## src/rtl/operand_fetch_stage.sv

```systemverilog
// Decode/operand-fetch stage: resolves register operands with writeback bypass, inserts load-use bubbles,
// and registers the execute-stage payload. Optional macro OPERAND_FETCH_BUBBLE_COUNT_EN adds a bubble counter.
module operand_fetch_stage #(
    parameter int unsigned DATA_WIDTH     = 32,
    parameter int unsigned REG_ADDR_WIDTH = 5,
    parameter logic [5:0]  LOAD_OPCODE    = 6'h23
) (
    input  logic                      clock,
    input  logic                      reset,
    input  logic                      instruction_valid,
    input  logic [DATA_WIDTH-1:0]     instruction,
    input  logic [DATA_WIDTH-1:0]     register_base_out1,
    input  logic [DATA_WIDTH-1:0]     register_base_out2,
    input  logic                      write_enabled,
    input  logic [REG_ADDR_WIDTH-1:0] register_destiny,
    input  logic [DATA_WIDTH-1:0]     write_data,
    input  logic                      stall,
    input  logic                      flush,
    output logic [REG_ADDR_WIDTH-1:0] register_source1,
    output logic [REG_ADDR_WIDTH-1:0] register_source2,
    output logic                      fetch_stall,
    output logic                      execute_valid,
    output logic [5:0]                execute_opcode,
    output logic [5:0]                execute_funct,
    output logic [DATA_WIDTH-1:0]     execute_operand1,
    output logic [DATA_WIDTH-1:0]     execute_operand2,
    output logic [DATA_WIDTH-1:0]     execute_immediate,
    output logic [REG_ADDR_WIDTH-1:0] execute_destiny,
    output logic                      execute_write_enabled
`ifdef OPERAND_FETCH_BUBBLE_COUNT_EN
    ,
    output logic [31:0]               bubble_count
`endif
);

    localparam int unsigned IMM_WIDTH = 16;

    logic [5:0]                opcode;
    logic [5:0]                funct;
    logic [REG_ADDR_WIDTH-1:0] rs;
    logic [REG_ADDR_WIDTH-1:0] rt;
    logic [REG_ADDR_WIDTH-1:0] rd;
    logic [IMM_WIDTH-1:0]      imm16;
    logic [DATA_WIDTH-1:0]     immediate;
    logic [DATA_WIDTH-1:0]     operand1;
    logic [DATA_WIDTH-1:0]     operand2;
    logic [REG_ADDR_WIDTH-1:0] destiny;
    logic                      rt_used;
    logic                      hazard;
    logic [REG_ADDR_WIDTH-1:0] held_rs;
    logic [REG_ADDR_WIDTH-1:0] held_rt;

    assign opcode    = instruction[31:26];
    assign funct     = instruction[5:0];
    assign rs        = REG_ADDR_WIDTH'(instruction[25:21]);
    assign rt        = REG_ADDR_WIDTH'(instruction[20:16]);
    assign rd        = REG_ADDR_WIDTH'(instruction[15:11]);
    assign imm16     = instruction[IMM_WIDTH-1:0];
    assign immediate = {{(DATA_WIDTH-IMM_WIDTH){imm16[IMM_WIDTH-1]}}, imm16};

    assign register_source1 = rs;
    assign register_source2 = rt;

    // r0 reads as zero ahead of the bypass; the register file returns the pre-write value
    always_comb begin
        operand1 = register_base_out1;
        operand2 = register_base_out2;
        if (rs == '0)
            operand1 = '0;
        else if (write_enabled && (register_destiny == rs))
            operand1 = write_data;
        if (rt == '0)
            operand2 = '0;
        else if (write_enabled && (register_destiny == rt))
            operand2 = write_data;
    end

    // Stores and branches write nothing and read rt; R-type writes rd, everything else writes rt
    always_comb begin
        destiny = rt;
        rt_used = 1'b0;
        case (opcode)
            6'h00: begin
                destiny = rd;
                rt_used = 1'b1;
            end
            6'h2B, 6'h04, 6'h05: begin
                destiny = '0;
                rt_used = 1'b1;
            end
            default: ;
        endcase
    end

    assign hazard = instruction_valid && execute_valid && (execute_opcode == LOAD_OPCODE)
                 && (execute_destiny != '0)
                 && ((execute_destiny == rs) || (rt_used && (execute_destiny == rt)));

    assign fetch_stall = stall || (hazard && !flush);

    // Execute pipeline register; a held instruction keeps absorbing writebacks to its sources
    always_ff @(posedge clock) begin
        if (reset) begin
            execute_valid         <= 1'b0;
            execute_opcode        <= '0;
            execute_funct         <= '0;
            execute_operand1      <= '0;
            execute_operand2      <= '0;
            execute_immediate     <= '0;
            execute_destiny       <= '0;
            execute_write_enabled <= 1'b0;
            held_rs               <= '0;
            held_rt               <= '0;
        end else if (flush) begin
            execute_valid <= 1'b0;
        end else if (stall) begin
            if (write_enabled && (register_destiny != '0) && (register_destiny == held_rs))
                execute_operand1 <= write_data;
            if (write_enabled && (register_destiny != '0) && (register_destiny == held_rt))
                execute_operand2 <= write_data;
        end else if (hazard) begin
            execute_valid <= 1'b0;
        end else begin
            execute_valid         <= instruction_valid;
            execute_opcode        <= opcode;
            execute_funct         <= funct;
            execute_operand1      <= operand1;
            execute_operand2      <= operand2;
            execute_immediate     <= immediate;
            execute_destiny       <= destiny;
            execute_write_enabled <= (destiny != '0);
            held_rs               <= rs;
            held_rt               <= rt;
        end
    end

`ifdef OPERAND_FETCH_BUBBLE_COUNT_EN
    // Saturating count of inserted load-use bubbles
    always_ff @(posedge clock) begin
        if (reset)
            bubble_count <= '0;
        else if (hazard && !flush && !stall && (bubble_count != 32'hFFFF_FFFF))
            bubble_count <= bubble_count + 32'd1;
    end
`endif

endmodule

```

## config.mk

```make
export PLATFORM = sky130hd
export DESIGN_NAME = operand_fetch_stage
export DESIGN_NICKNAME = d
export VERILOG_FILES = /design/src/rtl/operand_fetch_stage.sv
export SDC_FILE = /design/constraint.sdc
export NUM_CORES = 1
export LEC_CHECK = 0
export CAP_MARGIN = 30
export CORE_AREA = 2 2 131 133
export DETAILED_ROUTE_END_ITERATION = 12
export DIE_AREA = 0 0 133 135
export GPL_ROUTABILITY_DRIVEN = 1
export GPL_TIMING_DRIVEN = 1
export PLACE_DENSITY_LB_ADDON = 0.3
export SLEW_MARGIN = 40
export SYNTH_ARGS = -nofsm -noshare
export SYNTH_HDL_FRONTEND = slang
export SYNTH_SLANG_ARGS = --single-unit
```

## constraint.sdc

```tcl
create_clock -name clock -period 2.05 [get_ports clock]
set_input_delay 0.205 -clock clock [delete_from_list [all_inputs] [get_ports clock]]
set_output_delay 0.205 -clock clock [all_outputs]
set_load 0.01 [all_outputs]
```

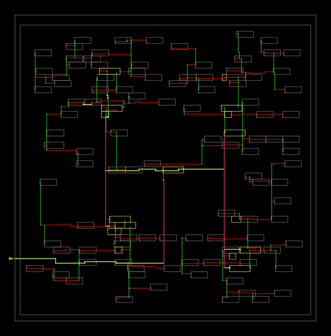
*The clock network*
clk_lat worst skew: 0.35 ns
CTS Sinks: 103

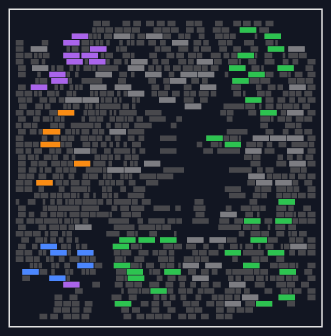
*Sequential cells grouped by signal name*
Other sequential cells in the stronger grey, the rest of the logic in the fainter grey.
execute_operand2 -> green  # placed flops 32
execute_immediate -> purple  # placed flops 11, where top left
execute_opcode -> blue  # placed flops 6, where bottom left
execute_destiny -> orange  # placed flops 5, where left middle
not coloured = 49

==> results.py <==
# Generated from Yosys and OpenROAD reports
metrics = {
    "cells_and_area": {
        "register_area_um2": 2067,
        "fillers": 1436,
        "comb_area_um2": 3203,
        "finish.instance_area_um2": 9782,
        "final_layout_size_suffix_gt1_share_pct": 22.68,
    },
    "cts": {
        "postCtsSetupRepairBufs": 7,
        "cts_hold_buf": 0,
        "cts_tree": "yes",
        "numCtsBuffers": 9,
        "cts.path.max_buffers": 2,
    },
    "timing": {
        "fin_ws_ns": -0.07152,
        "setup_viol": 52,
        "final.setup_skew_ns": 0.01197,
        "worstMarginPinSlew_ns": 0.6208,
        "hold_slack_ns": 0.4043,
        "rsz0062_at_grt": "true",
        "min_period_ns": 2.122,
        "max_freq_mhz": 471.4,
        "tns_ns": -2.044,
        "timing.final.max_slew_violations": 0,
        "relSlewSlack_pct": 58.62,
        "hold_violations": 0,
    },
    "grt": {
        "antenna_found_initial": 0,
        "use_met3_pct": 4.167,
        "grt.busiest_layer": "met2",
        "met1_usage_pct": 29.90,
        "grt_pass1_vias": 6037,
        "grt_util_all_layers_pct": 23.26,
        "grt_pass1_wl_mm": 33.11,
        "met2_usage_pct": 39.64,
    },
    "synthesis": {
        "synth_cell_types": 44,
        "synthMuxAreaShare_pct": 0,
        "ys_area_um2": 5672,
        "synthAdderAreaFrac_pct": 0,
        "edf_count": 0,
        "yosysTopAreaCell": "dfxtp_1",
        "floorplan.nets": 772,
        "xor_share_pct": 4.324,
        "synth_flops": 103,
        "syn-cell-area_um2": 5672,
        "avgSynthCellArea_um2": 8.960,
        "netlist.area_leader.share_pct": 36.36,
        "ys_top_cells_by_area": "dfxtp_1 (36%), a211oi_1 (9.9%), a22oi_1 (8.5%)",
        "ys_cells": 633,
        "ys.flop_type": "dfxtp_1",
        "async_reset_ff_share_pct": 0,
    },
    "drt": {
        "wl_per_cell_um": 19.25,
        "wl_met1_mm": 9.332,
        "wl_met2_mm": 10.50,
        "dr.first_iter.drc_count": 398,
        "drc": 0,
        "dr_wl_met3_mm": 1.563,
        "via_per_inst": 5.500,
        "drtAntennaViolNets": 0,
        "highest_layer": "met4",
        "firstDrtPassIters": 5,
        "drt-total-wl_mm": 21.89,
        "vias": 6254,
    },
    "run": {
        "cap_violations": 0,
        "tool_warnings": 30,
    },
    "setup_path": {
        "rr_worst_depth": 9,
        "slowest_stage": "or4_4",
        "cp-start-kind": "flip-flop",
        "path_buffers": 1,
        "r2r-start": "execute_destiny[1]",
        "max_stage_delay_ns": 0.55,
        "crit_fanout": 2,
        "r2r_end": "execute_operand2[3]",
        "crit_end": "fetch_stall",
        "reg2reg_slack_ns": -0.07,
        "arrival_ns": 1.92,
    },
    "power_and_ir_drop": {
        "p_sw_mw": 1.630,
        "p_leak_nw": 3.621,
        "pwr-share-seq_pct": 39.8,
        "p_int_mw": 3.893,
        "p_per_area_nw_per_um2": 564.6,
        "clockPowerShare_pct": 31.1,
        "peakVddDrop_mv": 0.4826,
    },
    "place": {
        "placed_area_um2": 9019,
        "gp_congestion": 0.8738,
        "place_inst": 1110,
        "port_buffers": 264,
        "dp_hpwl_mm": 15.02,
    },
    "floorplan": {
        "fp.dieW_um": 133,
        "ios": 265,
        "fp-row-count": 47,
        "fp_util_pct": 34.57,
        "die_area_um2": 17960,
    },
    "run_status": {
        "violations": "setup timing",
        "status": "finished with violations",
    },
    "min_path": {
        "hold_depth": 3,
        "min_from": "instruction[6]",
        "hold_path_class": "primary input to flip-flop",
    },
}
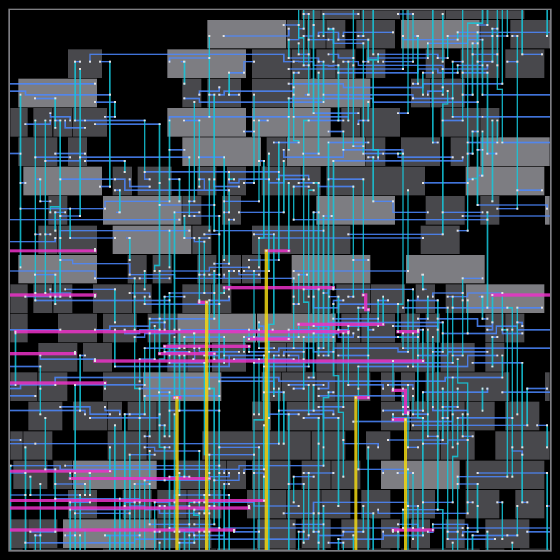
*Zoomed window*
Window x 8 to 58, y 76 to 126 um. Cells in grey, sequential cells in the stronger grey; small squares are vias.
M3 -> magenta
M2 -> cyan
M1 -> blue
M4 -> yellow
netlist names of flops here include = execute_immediate (10), execute_funct (5), held_rs (4)
sequential cells in the window = 25
most frequent = a21oi_1 (25), nand3_1 (23), dfxtp_1 (23)
cells with their middle in the window = 176

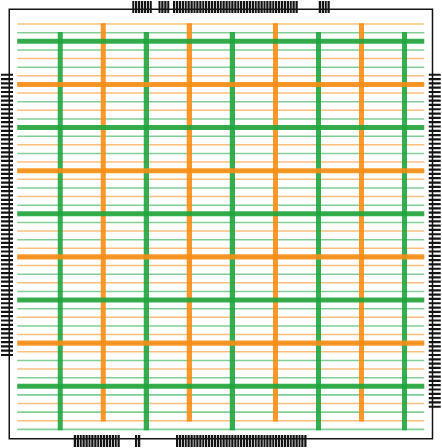
*Supply network*
Pins as bars on the die edge.
VSS -> green
VDD -> orange
met4 straps = 9
rows = 47
met1 rails = 48
signal pins = 265

## power groups by stage
stage	registers, mW	logic [mW]	clock network (mW)
2_1_floorplan	2.30	0.579	0
3_3_place_gp	2.24	1.49	0
3_5_place_dp	2.25	1.50	0
4_1_cts	2.20	1.56	1.77
5_1_grt	2.22	1.70	1.84
6_report	2.20	1.60	1.72
## synth_stat cells, types with 2 or more instances
cell       instances
buf_2             34
xnor2_1           15
dfxtp_1          103
clkbuf_1          31
nand2b_1           5
o21ai_0           33
xor2_1            13
nand4_1            2
a32oi_1            6
a22oi_1           64
or4_1              4
buf_6              4
nand2_1            4
nand3_1           36
a21oi_1           38
buf_4             32
nor2_1             9
inv_1             34
nor3_1             7
a21o_1             3
a211oi_1          75
o211a_1           33
a211oi_2          26
o2111ai_1          2
## sequential cells by signal, indices dropped and copies added (netlist names)
name and flops:
execute_valid 1, execute_opcode 6, execute_funct 5, execute_operand2 32
held_rs 5, execute_immediate 11, execute_destiny 5, execute_write_enabled 1
held_rt 5, execute_operand1 32
## layout make-up
cell class | instances | share of cell area [%]
flip-flops and latches | 103 | 21.13
repair buffers | 370 | 39.03
multi-input cells | 394 | 32.74
well taps | 220 | 2.814
clock buffers | 9 | 2.302
clock inverters | 7 | 0.6779
inverters | 34 | 1.305
## cell usage in the layout (no fill, tap or decap), types with 7 or more instances in the layout
master / n
xor2_1: 13
buf_4: 70
a211oi_1: 46
o21ai_1: 16
o211a_1: 32
o21ai_0: 10
o21ai_2: 7
nor2_1: 7
a211oi_2: 55
buf_6: 11
xnor2_1: 15
clkdlybuf4s50_1: 262
a22oi_1: 64
a21oi_1: 38
clkbuf_16: 10
buf_12: 18
nand3_1: 36
dfxtp_1: 101
inv_1: 34
Power is estimated from default activity; no workload was simulated.
